Fig. 1: run 1, nets reached from selected ports
(2 px per um)
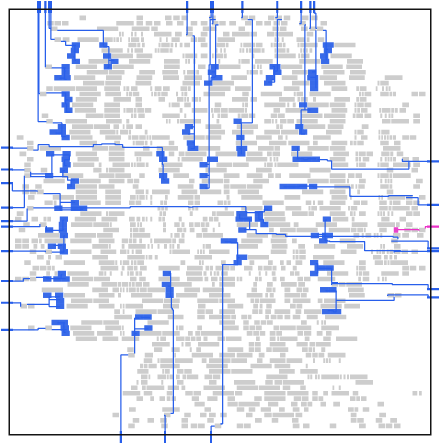
Fig. 2: run 1, clock wires, drivers and flops
(1 px per um)
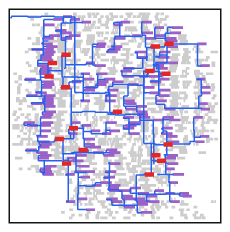
Fig. 3: run 1, placement view
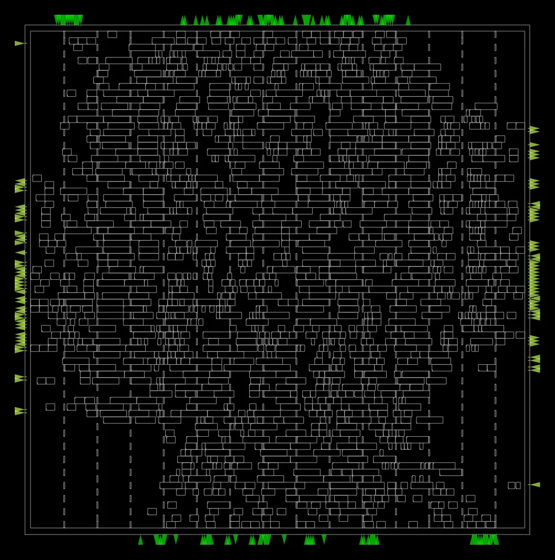
Fig. 4: run 1, cell classes on the final placement
(1 px per um)
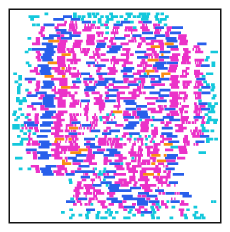
[src/rtl/rf_pkg.sv]
// Shared register-file types for the writeback path: address/data widths and
// the queued writeback entry.
package rf_pkg;
  localparam int RF_NREGS = 64;
  localparam int RF_AW    = $clog2(RF_NREGS);
  localparam int RF_DW    = 32;

  typedef struct packed {
    logic [RF_AW-1:0] rd;
    logic [RF_DW-1:0] data;
  } wb_entry_t;
endpackage

[src/rtl/wb_fwd_match.sv]
// Priority address match over an age-ordered candidate list (index 0 oldest);
// returns the youngest valid entry whose rd equals addr, or zero on a miss.
module wb_fwd_match
  import rf_pkg::*;
#(
  parameter int N = 5
) (
  input  logic [RF_AW-1:0]        addr,
  input  wb_entry_t [N-1:0]       cand,
  input  logic [N-1:0]            cand_vld,
  output logic                    hit,
  output logic [RF_DW-1:0]        data
);

  always_comb begin
    hit  = 1'b0;
    data = '0;
    for (int i = N - 1; i >= 0; i--) begin
      if (!hit && cand_vld[i] && (cand[i].rd == addr)) begin
        hit  = 1'b1;
        data = cand[i].data;
      end
    end
  end

endmodule

[src/rtl/rf_writeback_queue.sv]
// In-order writeback queue feeding the RF write port: up to two retiring
// results in per cycle, one RF write out per cycle, with bypass of pending values.
module rf_writeback_queue
  import rf_pkg::*;
#(
  parameter int DEPTH = 4,
  parameter int AW    = RF_AW,
  parameter int DW    = RF_DW
) (
  input  logic          CLK,
  input  logic          RST_N,
  input  logic          MEM_VALID,
  input  logic [AW-1:0] MEM_RD,
  input  logic [DW-1:0] MEM_DATA,
  input  logic          ALU_VALID,
  input  logic [AW-1:0] ALU_RD,
  input  logic [DW-1:0] ALU_DATA,
  output logic          STALL,
  output logic          OVF,
  output logic          WRT,
  output logic [AW-1:0] Rd,
  output logic [DW-1:0] DataIn,
  input  logic [AW-1:0] Rs,
  input  logic [AW-1:0] Rt,
  output logic          RS_HIT,
  output logic          RT_HIT,
  output logic [DW-1:0] RS_FWD,
  output logic [DW-1:0] RT_FWD
);

  localparam int PW = $clog2(DEPTH);
  localparam int CW = PW + 1;

  logic [PW-1:0] head, tail, tail_alu;
  logic [CW-1:0] count, count_pop, free;
  logic          pop, push_mem, push_alu, drop;
  wb_entry_t     entries [DEPTH];

  // Occupancy is judged after this edge's pop so a full queue still accepts
  // a result in the same cycle it drains one.
  assign pop       = (count != '0);
  assign count_pop = count - CW'(pop);
  assign free      = CW'(DEPTH) - count_pop;
  assign push_mem  = MEM_VALID && (free != '0);
  assign push_alu  = ALU_VALID && (free > (push_mem ? CW'(1) : CW'(0)));
  assign drop      = (MEM_VALID && !push_mem) || (ALU_VALID && !push_alu);
  assign STALL     = (free < CW'(2));
  assign tail_alu  = tail + PW'(push_mem);

  always_ff @(posedge CLK or negedge RST_N) begin
    if (!RST_N) begin
      head   <= '0;
      tail   <= '0;
      count  <= '0;
      WRT    <= 1'b0;
      Rd     <= '0;
      DataIn <= '0;
      OVF    <= 1'b0;
    end else begin
      count <= count_pop + CW'(push_mem) + CW'(push_alu);
      tail  <= tail + PW'(push_mem) + PW'(push_alu);
      WRT   <= pop;
      if (pop) begin
        head   <= head + PW'(1);
        Rd     <= entries[head].rd;
        DataIn <= entries[head].data;
      end
      if (drop) OVF <= 1'b1;
    end
  end

  // Entry payload carries no reset; validity is owned by head/count.
  always_ff @(posedge CLK) begin
    if (push_mem) entries[tail]     <= '{rd: MEM_RD, data: MEM_DATA};
    if (push_alu) entries[tail_alu] <= '{rd: ALU_RD, data: ALU_DATA};
  end

  // Age-ordered bypass view: the output register is the oldest candidate,
  // followed by queue entries from head towards tail.
  wb_entry_t [DEPTH:0] cand;
  logic      [DEPTH:0] cand_vld;

  always_comb begin
    cand[0]     = '{rd: Rd, data: DataIn};
    cand_vld[0] = WRT;
    for (int i = 0; i < DEPTH; i++) begin
      cand[i+1]     = entries[head + PW'(i)];
      cand_vld[i+1] = (CW'(i) < count);
    end
  end

  wb_fwd_match #(.N(DEPTH + 1)) u_rs_match (
    .addr     (Rs),
    .cand     (cand),
    .cand_vld (cand_vld),
    .hit      (RS_HIT),
    .data     (RS_FWD)
  );

  wb_fwd_match #(.N(DEPTH + 1)) u_rt_match (
    .addr     (Rt),
    .cand     (cand),
    .cand_vld (cand_vld),
    .hit      (RT_HIT),
    .data     (RT_FWD)
  );

endmodule

[config.mk]
export PLATFORM = sky130hd
export DESIGN_NAME = rf_writeback_queue
export DESIGN_NICKNAME = d
export VERILOG_FILES = /design/src/rtl/rf_pkg.sv /design/src/rtl/wb_fwd_match.sv /design/src/rtl/rf_writeback_queue.sv
export SDC_FILE = /design/constraint.sdc
export NUM_CORES = 1
export LEC_CHECK = 0
export CORE_AREA = 2 2 208 210
export CTS_CLUSTER_SIZE = 20
export DETAILED_ROUTE_END_ITERATION = 12
export DIE_AREA = 0 0 210 212
export PLACE_DENSITY_LB_ADDON = 0.2
export SLEW_MARGIN = 20
export SYNTH_ARGS = -nofsm -noshare
export SYNTH_HDL_FRONTEND = slang
export SYNTH_HIERARCHICAL = 1
export SYNTH_SLANG_ARGS = --single-unit
[constraint.sdc]
create_clock -name CLK -period 8.6 [get_ports CLK]
set_clock_uncertainty 0.15 [all_clocks]
set_input_delay 0.86 -clock CLK [delete_from_list [all_inputs] [get_ports CLK]]
set_output_delay 0.86 -clock CLK [all_outputs]
set_load 0.01 [all_outputs]
==> Changelog: implementation, run 1 <==
## Flow update

* CTS clk-pin slew, worst paths at 70 ps
* Top Consumer: combinational logic
* Final period util at 74.9%
* Mapped Cells at 1379
* Finished Cell Area at 19200 um^2
* R2r endpoint: entries[1][11]
* Worst Hold Launch: OVF
* Most used routing layer: met2
* Seq power at 2.37 mW
* Ys Warns at 6
* Comb/total area at 51.5%
* DP Worst Slack at 2680 ps
* Status: complete, no violations
* Total die size at 44500 um^2
* Clock root buffer: clkbuf_16
* Fmax at 155 MHz
* Multi-In Gates at 991
* Vias at 12973
* Total Wirelength at 55400 um
* Synth unique cells at 54
* VDD IR max at 429 uV
* Req. time, crit path at 7590 ps
* Placed cells at 1977
* Final hold violations at 0
* Total track usage at 24.9%
* Combinational Area at 9890 um^2
* Top logic family: multiplexers
* CP top delay family: simple AND/OR/NAND/NOR gates
* Buffers & Inverters on Critical Path at 1
* Sequential element share of the synthesized area at 34.2%
* Clock buf count at 19
* Net count after synthesis at 1480
* Min-Delay Path Depth at 1
* Reg-to-Reg Start: count[2]
* Clock Power Share at 10.2%
* Placed Area at 18600 um^2
* Fin Hold WS at 355 ps
* Die width at 210 um
* Clk latency late pin at 470 ps
* Grt met1 use at 32.8%
* Xor+xnor area frac at 3.63%
* GRT overflow at 0
* # Post-CTS Setup Buffers at 0
About Fig. 1:
- RS_HIT: magenta (direction output; edge right; end cells 1; buffers 1; wire 13.4 um)
- ALU_DATA: blue (direction input; edge 13 top, 10 left, 6 right, 3 bottom; end cells 128; buffers 32; wire 2120 um)

About Fig. 2:
- flip-flops: purple (count 199)
- clock-net drivers: red (count 17)
- clock wires: blue (length 2910 um)
- routed clock nets: 18
- flops lie: spread over the die

About Fig. 3:
Flop Count: 199
flop share of the area: 30.0%
# rows: 76
Core ar.: 42500 um^2

About Fig. 4:
- remaining logic cells: magenta (cells 1001; share of their area 54%)
- sequential cells: blue (cells 199; share of their area 31%)
- remaining buffers and delay cells: cyan (cells 231; share of their area 12%)
- clock drivers and dummy loads: orange (cells 32; share of their area 3.3%)

==> run 2, diff against run 1 <==
clock period = 6.15 ns   (was 8.6 ns; I/O delays follow)
Fig. 5: run 2, clock wires, drivers and flops
(1 px per um)
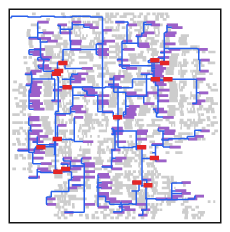
- flip-flops: purple (count 199)
- clock-net drivers: red (count 17)
- clock wires: blue (length 2840 um)
- flops lie: spread over the die

==> Changelog: implementation, run 2 <==
## Flow update

* R2r endpoint: entries[3][26]
* Combinational Area at 9890 um^2 (unchanged)
* CP top delay family: buffers and inverters
* Flop Count at 199 (unchanged)
* Req. time, crit path at 5380 ps (-2210 ps)
* Final period util at 88.2%
* Xor+xnor area frac at 3.63% (unchanged)
* Sequential element share of the synthesized area at 34.2% (unchanged)
* Vias at 12889 (-0.65%)
* Total Wirelength at 56500 um (+2.0%)
* CTS clk-pin slew, worst paths at 70 ps (about the same)
* Comb/total area at 51.4% (-0.15 points)
* Placed cells at 1985 (+0.40%)
* GRT overflow at 0 (unchanged)
* Die width at 210 um (unchanged)
* Clk latency late pin at 460 ps (about the same)
* Clock Power Share at 9.1% (-1.1 points)
* VDD IR max at 414 uV (-3.4%)
* Buffers & Inverters on Critical Path at 3 (+2)
* Seq power at 3.22 mW (+36%)
* Multi-In Gates at 991 (unchanged)
* Clock root buffer: clkbuf_16
* Net count after synthesis at 1480 (unchanged)
* # rows at 76 (unchanged)
* Top logic family: multiplexers
* Clock buf count at 20 (+1)
* Finished Cell Area at 19200 um^2 (+0.29%)
* Status: complete, no violations
* Core ar. at 42500 um^2 (unchanged)
* Mapped Cells at 1379 (unchanged)
* Ys Warns at 6 (unchanged)
* Reg-to-Reg Start: count[2]
* Grt met1 use at 33.3% (+0.51 points)
* Most used routing layer: met2
* Placed Area at 18700 um^2 (+0.59%)
Fig. 6: run 2, placement view
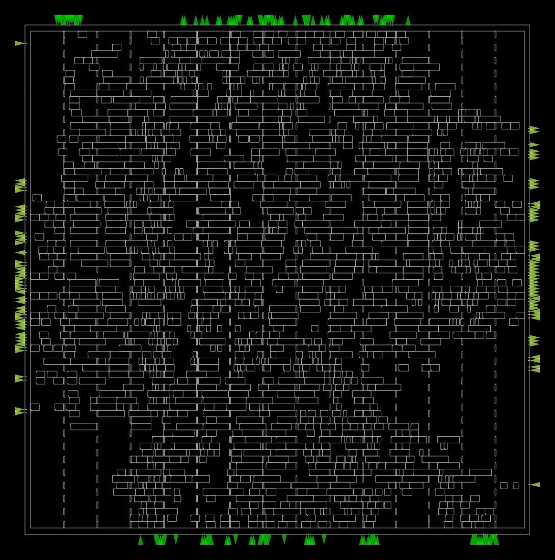
flop share of the area: 29.9%
fin util: 45.3%
# Taps: 546
Fillers: 3819
Finished Layout Cells: 2017

No activity file was given, so power comes from the tool's default toggle rates.
